`src/rtl/enc_position_tracker.sv`:
```
// Quadrature encoder position tracker: synchronizes the encoder and button inputs,
// accumulates quarter steps into clamped position moves, and debounces a home button.
module enc_position_tracker #(
    parameter int DEBOUNCE_CYCLES = 500000,
    parameter int MAX_POSITION    = 200,
    parameter int MIN_POSITION    = 0,
    parameter int POS_WIDTH       = 8
) (
    input  logic                 clk,
    input  logic                 reset,
    input  logic                 enc_a,
    input  logic                 enc_b,
    input  logic                 enc_btn_n,
    output logic [POS_WIDTH-1:0] position,
    output logic                 pos_valid,
    output logic                 step_up,
    output logic                 step_dn,
    output logic                 btn_press,
    output logic                 at_max,
    output logic                 at_min,
    output logic                 enc_err
);
    localparam int CNT_W = (DEBOUNCE_CYCLES > 1) ? $clog2(DEBOUNCE_CYCLES) : 1;
    localparam logic [POS_WIDTH-1:0] POS_MAX  = POS_WIDTH'(MAX_POSITION);
    localparam logic [POS_WIDTH-1:0] POS_MIN  = POS_WIDTH'(MIN_POSITION);
    localparam logic [POS_WIDTH-1:0] POS_ONE  = POS_WIDTH'(1);
    localparam logic [CNT_W-1:0]     CNT_LAST = CNT_W'(DEBOUNCE_CYCLES - 1);
    localparam logic [CNT_W-1:0]     CNT_ONE  = CNT_W'(1);

    typedef enum logic [1:0] {
        MOVE_IDLE,
        MOVE_CW,
        MOVE_CCW,
        MOVE_ILLEGAL
    } move_t;

    logic [1:0]        ab_meta;
    logic [1:0]        ab_sync;
    logic [1:0]        ab_prev;
    logic              btn_meta;
    logic              btn_sync;
    logic              btn_db;
    logic [CNT_W-1:0]  db_cnt;
    logic signed [3:0] q;

    move_t             move;
    logic [1:0]        idx_prev;
    logic [1:0]        idx_cur;
    logic [1:0]        idx_diff;
    logic signed [3:0] q_step;
    logic signed [3:0] q_next;
    logic              req_up;
    logic              req_dn;
    logic              press;
    logic [POS_WIDTH-1:0] pos_next;
    logic              pv_next;
    logic              up_next;
    logic              dn_next;

    // Gray code 00,01,11,10 maps to sequence index 0..3, so CW is always +1 mod 4.
    function automatic logic [1:0] gray_to_idx(input logic [1:0] ab);
        return {ab[1], ab[1] ^ ab[0]};
    endfunction

    always_comb begin
        idx_prev = gray_to_idx(ab_prev);
        idx_cur  = gray_to_idx(ab_sync);
        idx_diff = idx_cur - idx_prev;
        case (idx_diff)
            2'd1:    move = MOVE_CW;
            2'd2:    move = MOVE_ILLEGAL;
            2'd3:    move = MOVE_CCW;
            default: move = MOVE_IDLE;
        endcase

        q_step = q;
        case (move)
            MOVE_CW:      q_step = q + 4'sd1;
            MOVE_CCW:     q_step = q - 4'sd1;
            MOVE_ILLEGAL: q_step = 4'sd0;
            default:      q_step = q;
        endcase

        req_up = 1'b0;
        req_dn = 1'b0;
        q_next = q_step;
        if (q_step == 4'sd4) begin
            req_up = 1'b1;
            q_next = 4'sd0;
        end else if (q_step == -4'sd4) begin
            req_dn = 1'b1;
            q_next = 4'sd0;
        end

        press = (btn_sync != btn_db) && (db_cnt == CNT_LAST) && !btn_sync;

        // The button homes the position and overrides any coincident step.
        pos_next = position;
        pv_next  = 1'b0;
        up_next  = 1'b0;
        dn_next  = 1'b0;
        if (press) begin
            pos_next = POS_MIN;
            pv_next  = (position != POS_MIN);
            q_next   = 4'sd0;
        end else if (req_up && (position < POS_MAX)) begin
            pos_next = position + POS_ONE;
            pv_next  = 1'b1;
            up_next  = 1'b1;
        end else if (req_dn && (position > POS_MIN)) begin
            pos_next = position - POS_ONE;
            pv_next  = 1'b1;
            dn_next  = 1'b1;
        end
    end

    always_ff @(posedge clk) begin
        if (reset) begin
            ab_meta   <= 2'b00;
            ab_sync   <= 2'b00;
            ab_prev   <= 2'b00;
            btn_meta  <= 1'b1;
            btn_sync  <= 1'b1;
            btn_db    <= 1'b1;
            db_cnt    <= '0;
            q         <= 4'sd0;
            position  <= POS_MIN;
            pos_valid <= 1'b0;
            step_up   <= 1'b0;
            step_dn   <= 1'b0;
            btn_press <= 1'b0;
            enc_err   <= 1'b0;
            at_max    <= 1'b0;
            at_min    <= 1'b1;
        end else begin
            ab_meta  <= {enc_a, enc_b};
            ab_sync  <= ab_meta;
            ab_prev  <= ab_sync;
            btn_meta <= enc_btn_n;
            btn_sync <= btn_meta;

            if (btn_sync == btn_db) begin
                db_cnt <= '0;
            end else if (db_cnt == CNT_LAST) begin
                btn_db <= btn_sync;
                db_cnt <= '0;
            end else begin
                db_cnt <= db_cnt + CNT_ONE;
            end

            q         <= q_next;
            position  <= pos_next;
            pos_valid <= pv_next;
            step_up   <= up_next;
            step_dn   <= dn_next;
            btn_press <= press;
            enc_err   <= (move == MOVE_ILLEGAL);
            at_max    <= (pos_next == POS_MAX);
            at_min    <= (pos_next == POS_MIN);
        end
    end
endmodule

```
`config.mk`:
```
export PLATFORM = sky130hd
export DESIGN_NAME = enc_position_tracker
export DESIGN_NICKNAME = d
export VERILOG_FILES = /design/src/rtl/enc_position_tracker.sv
export SDC_FILE = /design/constraint.sdc
export NUM_CORES = 1
export LEC_CHECK = 0
export ABC_AREA = 1
export CAP_MARGIN = 20
export CORE_MARGIN = 2
export CORE_UTILIZATION = 62
export CTS_CLUSTER_SIZE = 16
export DETAILED_ROUTE_END_ITERATION = 16
export PLACE_DENSITY = 0.86
export SLEW_MARGIN = 20
export SYNTH_ARGS = -nofsm -noshare
export SYNTH_HDL_FRONTEND = slang
export SYNTH_SLANG_ARGS = --single-unit
```
`constraint.sdc`:
```
create_clock -name clk -period 5.1 [get_ports clk]
set_input_delay 1.02 -clock clk [delete_from_list [all_inputs] [get_ports clk]]
set_output_delay 1.02 -clock clk [all_outputs]
set_load 0.02 [all_outputs]
```
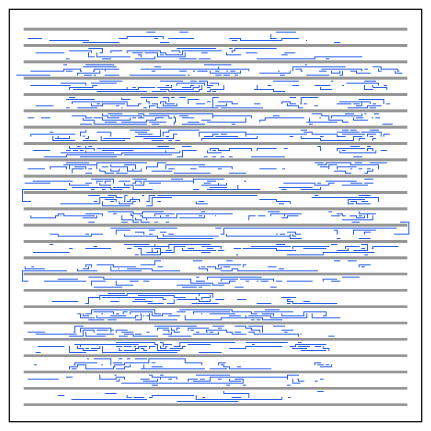
(run_1/m1.png)
Drawn at 6 px/um. Supply wires on this layer in gray.
The layer holds 45% of the routed length. The layer carries 2430 um of wire. 363 nets have wire on it. The wires run mostly horizontal. The longest straight run is 28.8 um.
WL final: 5.388 mm
vias: 2392
met1 Track Usage GR: 32.79%

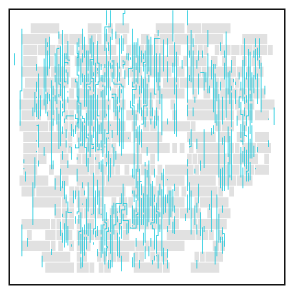
(run_1/m2.png)
Drawn at 4 px/um.
The layer carries 2400 um of wire. 328 nets have wire on it.

==> impl_metrics.csv, run 1 <==
group,metric,value,unit
outcome,status,"complete, no violations",
cells_and_area,final_core_util,73.07,%
min_path,hp-class,"register to register",
synthesis,yosys_warnings,0,
min_path,min_to,"ab_sync[0]$_SDFF_PP0_",
drt,vias_per_cell,5.474,
synthesis,syn_nets,375,
timing,hold_ws,0.4050,ns
cts,htreeDepth,2,
floorplanning,row_count,23,
grt,grt_usage,25.45,%
critical_path,cp_num_cells,21,
floorplanning,die_height,68.49,um
critical_path,worstRegToRegCells,21,
cts,clock_latency,0.30,ns
synthesis,ys_chip_area,2579,um^2
timing,fmax,331.6,MHz
synthesis,top_cells_by_count,"nand2_1, inv_1, nor2_1",
synthesis,top_cell_area_share,36.49,%
cts,hold_buffers,0,
synthesis,syn_area_per_cell,7.084,um^2
placement,gp_congestion,0.8972,
cts,clkSinkCount,47,
timing,finalHoldViolations,0,
grt,antenna_found_initial,0,
synthesis,synthFlopType,"dfxtp_1",
timing,min_period_over_period,59.13,%
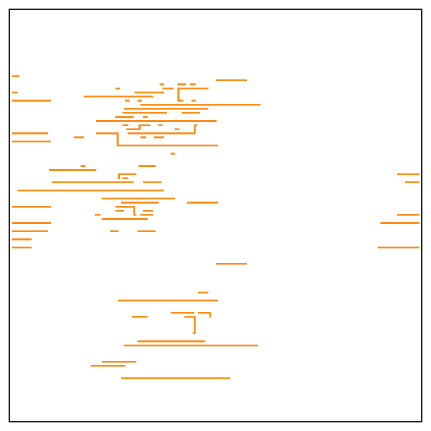
(run_1/m3.png)
Drawn at 6 px/um.
The longest straight run is 24.1 um. The layer holds 7.5% of the routed length. 55 nets have wire on it. The wires run mostly horizontal. The layer carries 405 um of wire.
routing usage on met3: 5.844%

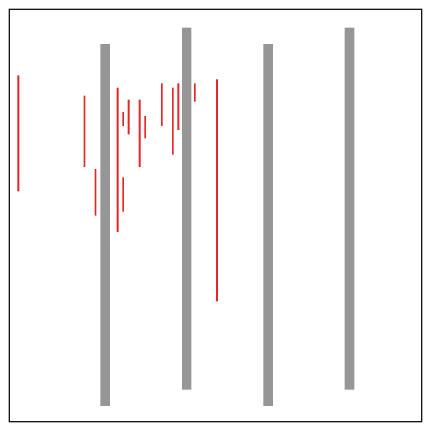
(run_1/m4.png)
Drawn at 6 px/um. Supply wires on this layer in gray.
14 nets have wire on it. The layer holds 2.9% of the routed length. The longest straight run is 36.7 um. The layer carries 154 um of wire. The wires run mostly vertical.

[run 1: worst reg2reg max path, cell delays in order (launching register included)]
cell	delay [ns]
dfxtp_1	0.34
xor2_1	0.16
ha_1	0.34
clkinv_2	0.18
nand3_4	0.15
nand2_1	0.07
nand2_1	0.07
inv_2	0.04
ha_1	0.26
nand2_1	0.06
o21ai_1	0.06
inv_1	0.06
and2_1	0.16
nand2_4	0.09
nor2_8	0.15
nand4_1	0.14
nand3_1	0.13
nand3_1	0.16
nand2_1	0.12
nor2_1	0.05
nand2_1	0.05
nand2_1	0.05
[run 1: per-layer routing]
metal | global-route usage [%] | share of wire (%)
met5 | 0 | 0
met4 | 8.750 | 2.8
met3 | 5.844 | 7.5
met2 | 41.83 | 45
met1 | 32.79 | 45
[run 1: power by group]
group | total [mW] | switching [mW] | internal, mW
logic | 0.112 | 0.0724 | 0.0396
clock network | 0.258 | 0.114 | 0.144
registers | 0.383 | 0.00671 | 0.377
[run 1: kinds of logic (layout without fill, tap and decap cells)]
| family | Yosys count | count (layout) | share of synthesized area [%] |
|---|---|---|---|
| adder cells (fa/ha/maj) | 6 | 6 | 2.911 |
| AND/OR/NAND/NOR | 212 | 212 | 42.07 |
| buffers and inverters | 67 | 90 | 10.09 |
| XOR/XNOR | 14 | 14 | 4.755 |
| AND-OR/OR-AND | 18 | 18 | 3.687 |
| flip-flops | 47 | 47 | 36.49 |
[run 1: layout make-up]
| type | count | area, um^2 | area share, % |
|---|---|---|---|
| Timing Repair Buffer | 19 | 190.2 | 6.507 |
| Tap cell | 50 | 62.56 | 2.140 |
| Clock buffer | 6 | 72.57 | 2.483 |
| Inverter | 64 | 249.0 | 8.519 |
| Sequential cell | 47 | 940.9 | 32.19 |
| Multi-Input combinational cell | 250 | 1378 | 47.13 |
| Clock inverter | 1 | 30.03 | 1.027 |
## Run 2: what changed since run 1
--- a/config.mk
+++ b/config.mk
@@ -8,10 +8,10 @@
 export ABC_AREA = 1
 export CAP_MARGIN = 20
 export CORE_MARGIN = 2
-export CORE_UTILIZATION = 62
+export CORE_UTILIZATION = 58
 export CTS_CLUSTER_SIZE = 16
 export DETAILED_ROUTE_END_ITERATION = 16
-export PLACE_DENSITY = 0.86
+export PLACE_DENSITY = 0.81
 export SLEW_MARGIN = 20
 export SYNTH_ARGS = -nofsm -noshare
 export SYNTH_HDL_FRONTEND = slang
==> constraint.sdc (replaced) <==
create_clock -name clk -period 2.9 [get_ports clk]
set_input_delay 0.58 -clock clk [delete_from_list [all_inputs] [get_ports clk]]
set_output_delay 0.58 -clock clk [all_outputs]
set_load 0.02 [all_outputs]
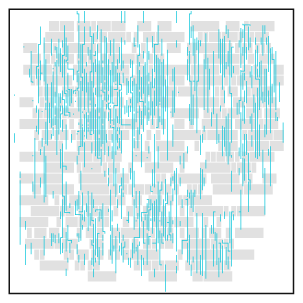
(run_2/m2.png)
Drawn at 4 px/um.
met2 GRT Util: 38.73%
WL final: 5.892 mm
vias: 2457

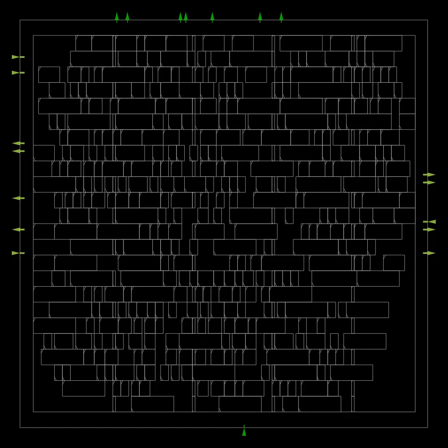
(run_2/placed.png)
FILL cells: 347
Rows: 24
Finished Core Util: 73.03%

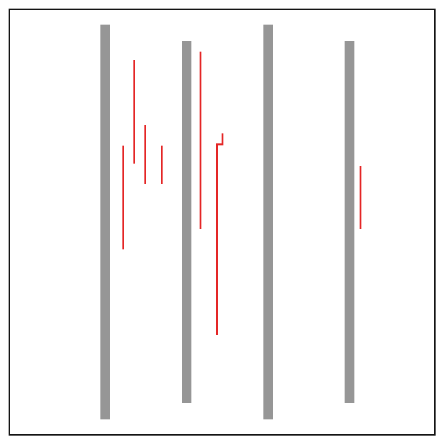
(run_2/m4.png)
Drawn at 6 px/um. Supply wires on this layer in gray.
The wires run mostly vertical. 6 nets have wire on it.

==> impl_metrics.csv, run 2 <==
group,metric,value,unit
synthesis,yosys_warnings,0,
cells_and_area,final_nets,413,
cts,htreeDepth,2,
cts,clkSinkCount,47,
min_path,hp-class,"register to register",
grt,grt_pass1_wl,9.563,mm
drt,dr.max_layer_used,"met4",
cts,cts_tree,"done",
timing,fmax,359.9,MHz
drt,route.met3.wl,422,um
floorplanning,die_height,70.68,um
placement,gp_congestion,0.9242,
timing,finalHoldViolations,0,
grt,antenna_found_initial,0,
power,p_sw_share,29.49,%
synthesis,top_cell_area_share,36.49,%
timing,min_period_over_period,95.81,%
power,pwr-share-clk,30.2,%
grt,grt_usage,23.69,%
synthesis,synthFlopType,"dfxtp_1",
cts,clk_pin_slew_worst_paths,0.09,ns
grt,use_met1,31.12,%
timing,hold_ws,0.4010,ns
synthesis,syn_nets,375,
drt,dr_wl_met2,2.756,mm
synthesis,syn_area_per_cell,7.084,um^2
power,pg_seq,0.678,mW
synthesis,ys_chip_area,2579,um^2
placement,io_buffers,19,
power,power_switching,0.3908,mW
power,top_power_group,"sequential cells",
power,comb_power,0.247,mW
power,seqPwrFrac,51.2,%
synthesis,numSynthFlops,47,
critical_path,cp-startpoint,"ab_prev[1]$_SDFF_PP0_",
drt,vias_per_cell,5.400,
power,pg_clk,0.400,mW
synthesis,top_cells_by_count,"nand2_1, inv_1, nor2_1",
drt,drt_iter0_drc,142,
power,power_frac_comb,18.7,%
cts,clock_latency,0.31,ns
outcome,status,"complete, no violations",
drt,wl_met1,2.590,mm
synthesis,ys_seq_share,36.49,%
==> run 2: cell counts after synthesis <==
No cell type changed its count.
==> run 2: worst paths after layout <==
check	end	slack, ns	cells after the start
worst max-delay path	at_min$_SDFF_PP1_	0.12	23
worst min-delay path	ab_sync[1]$_SDFF_PP0_	0.40	2
worst max register to register	at_min$_SDFF_PP1_	0.12	23
worst min register to register	ab_sync[1]$_SDFF_PP0_	0.40	2
==> run 2: area by class of cell <==
cell class	instances	area (um^2)	share of cell area, %
Sequential cell	47	945.9	29.95
Clock buffer	6	72.57	2.298
Timing Repair Buffer	33	295.3	9.350
Tap cell	52	65.06	2.060
Multi-Input combinational cell	251	1508	47.74
Inverter	64	255.2	8.082
Clock inverter	2	16.27	0.5151
==> run 2: kinds of logic (layout without fill, tap and decap cells) <==
logic type | count (synthesis) | in the layout | share of synthesized area [%]
simple gates | 212 | 213 | 42.07
compound gates | 18 | 18 | 3.687
flops | 47 | 47 | 36.49
xor+xnor | 14 | 14 | 4.755
buf+inv | 67 | 105 | 10.09
fa+ha+maj | 6 | 6 | 2.911
==> run 2: through the flow <==
| stage | setup slack, ns | area [um^2] |
|---|---|---|
| after floorplan | 0.2802 | 2579 |
| after global placement | 0.1779 | 2845 |
| after detailed placement | 0.07786 | 2845 |
| after CTS | 0.06079 | 2934 |
| after global routing | -0.02911 | 3158 |
| final | 0.1216 | 3158 |
==> run 2: critical path, delay by kind of cell, from the launching register on <==
family	cells	cell delay, ns
and+or+nand+nor	15	1.32
buffers and inverters	4	0.33
AOI/OAI and AO/OA	1	0.04
adders and majority gates	2	0.51
DFF	1	0.35
xor gates and xnor gates	1	0.16
==> run 2: repair_timing <==
item,4_1_cts,5_1_grt
buffers inserted,0,11
resized,0,33
hold buffers,0,0
endpoints found under the setup margin,0,7
## Run 3: what changed since run 2
--- a/config.mk
+++ b/config.mk
@@ -7,7 +7,7 @@
 export LEC_CHECK = 0
 export ABC_AREA = 1
 export CAP_MARGIN = 20
-export CORE_MARGIN = 2
+export CORE_MARGIN = 3
 export CORE_UTILIZATION = 58
 export CTS_CLUSTER_SIZE = 16
 export DETAILED_ROUTE_END_ITERATION = 16
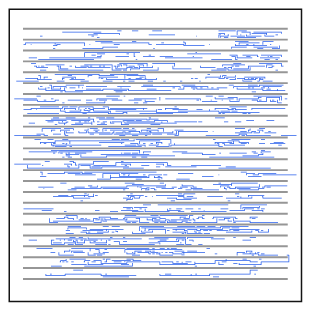
(run_3/m1.png)
Drawn at 4 px/um. Supply wires on this layer in gray.
The layer carries 2760 um of wire. The wires run mostly horizontal. The longest straight run is 22.1 um. 386 nets have wire on it.

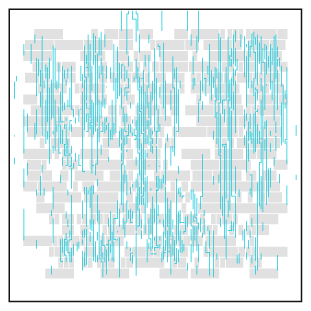
(run_3/m2.png)
Drawn at 4 px/um.
met2 GRT Util: 37.07%
vias: 2369
WL final: 5.770 mm

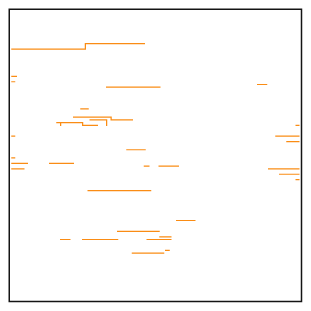
(run_3/m3.png)
Drawn at 4 px/um.
The layer carries 193 um of wire. 27 nets have wire on it. The longest straight run is 18.4 um. The wires run mostly horizontal. The layer holds 3.3% of the routed length.

==> impl_metrics.csv, run 3 <==
group,metric,value,unit
floorplanning,row_count,23,
placement,io_buffers,19,
synthesis,yosys_warnings,0,
cts,clkSinkCount,47,
timing,setup_ws,0.1565,ns
critical_path,r2r-end,"at_min$_SDFF_PP1_",
grt,antenna_found_initial,0,
cells_and_area,fillers,323,
placement,gp_congestion,0.9301,
timing,min_period_over_period,94.60,%
synthesis,syn_nets,375,
grt,grt_pass1_wl,9.335,mm
drt,drt_iter0_drc,112,
synthesis,synthFlopType,"dfxtp_1",
synthesis,ys_sh_aoi,3.688,%
synthesis,yosys.area_share.simple,42.07,%
drt,dr_wl_met2,2.751,mm
cts,htreeDepth,2,
critical_path,worstRegToRegCells,22,
critical_path,reg2reg_slack,0.16,ns
drt,dr.max_layer_used,"met4",
cts,cts_tree,"done",
critical_path,cp-startpoint,"ab_prev[1]$_SDFF_PP0_",
synthesis,top_cells_by_count,"nand2_1, inv_1, nor2_1",
synthesis,ys_seq_share,36.49,%
min_path,hold_depth,2,
drt,wl_met1,2.760,mm
min_path,min_to,"ab_sync[0]$_SDFF_PP0_",
placement,place_ws,-0.003375,ns
placement,place_area,2835,um^2
drt,vias_per_cell,5.264,
synthesis,adder_share,2.911,%
cells_and_area,fin_area,3092,um^2
outcome,status,"complete, no violations",
cells_and_area,final_core_util,74.61,%
synthesis,top_cell_area_share,36.49,%
synthesis,ys_chip_area,2579,um^2
[run 3: layout make-up]
cell class	instances	area [um^2]	area share, %
inverters	64	255.2	8.256
clock buffers	5	68.82	2.226
flip-flops and latches	47	944.7	30.55
multi-input cells	250	1453	46.98
well taps	50	62.56	2.023
repair buffers	31	280.3	9.065
clock inverters	3	27.53	0.8903
[run 3: critical path: stages (launching register included)]
cell and delay [ns]:
dfxtp_2 0.35, xor2_1 0.16, ha_2 0.36, clkinv_4 0.10, nand3_4 0.09, nand2_4 0.05, nand2_2 0.06, inv_2 0.05
ha_4 0.14, inv_1 0.06, nand2_2 0.06, nand2_1 0.08, nand3_2 0.09, nand2_4 0.11, nand2_8 0.07, nor2_8 0.17
nand4_1 0.18, nand3_1 0.14, nand3_2 0.11, nand2_1 0.07, nor2_1 0.04, nand2_1 0.05, nand2_1 0.04
[run 3: power by group]
part           leakage [nW]  internal (mW)  switching [mW]
clock network        0.0467          0.179           0.241
registers             0.382          0.663          0.0153
logic                 0.887         0.0980           0.141
[run 3: logic make-up (layout without fill, tap and decap cells)]
kind of cell | after synthesis | count (layout)
DFF | 47 | 47
AOI/OAI and AO/OA | 18 | 18
buffers and inverters | 67 | 103
adders and majority gates | 6 | 6
and+or+nand+nor | 212 | 212
xor gates and xnor gates | 14 | 14
[run 3: timing repair]
item                       in CTS  in global routing
setup endpoints to repair       1                  7
hold buffers                    0                  0
gates cloned                    0                  0
resized                         1                 20
buffers inserted                0                 10
pin swaps                       0                 18
[run 3: layer usage]
layer  vias up  track usage (%)
met5         -                0
met4         0            6.762
met1      1078            29.08
met2        50            37.07
met3         5            4.270
li1       1236                -
Power and IR drop assume default switching activity.
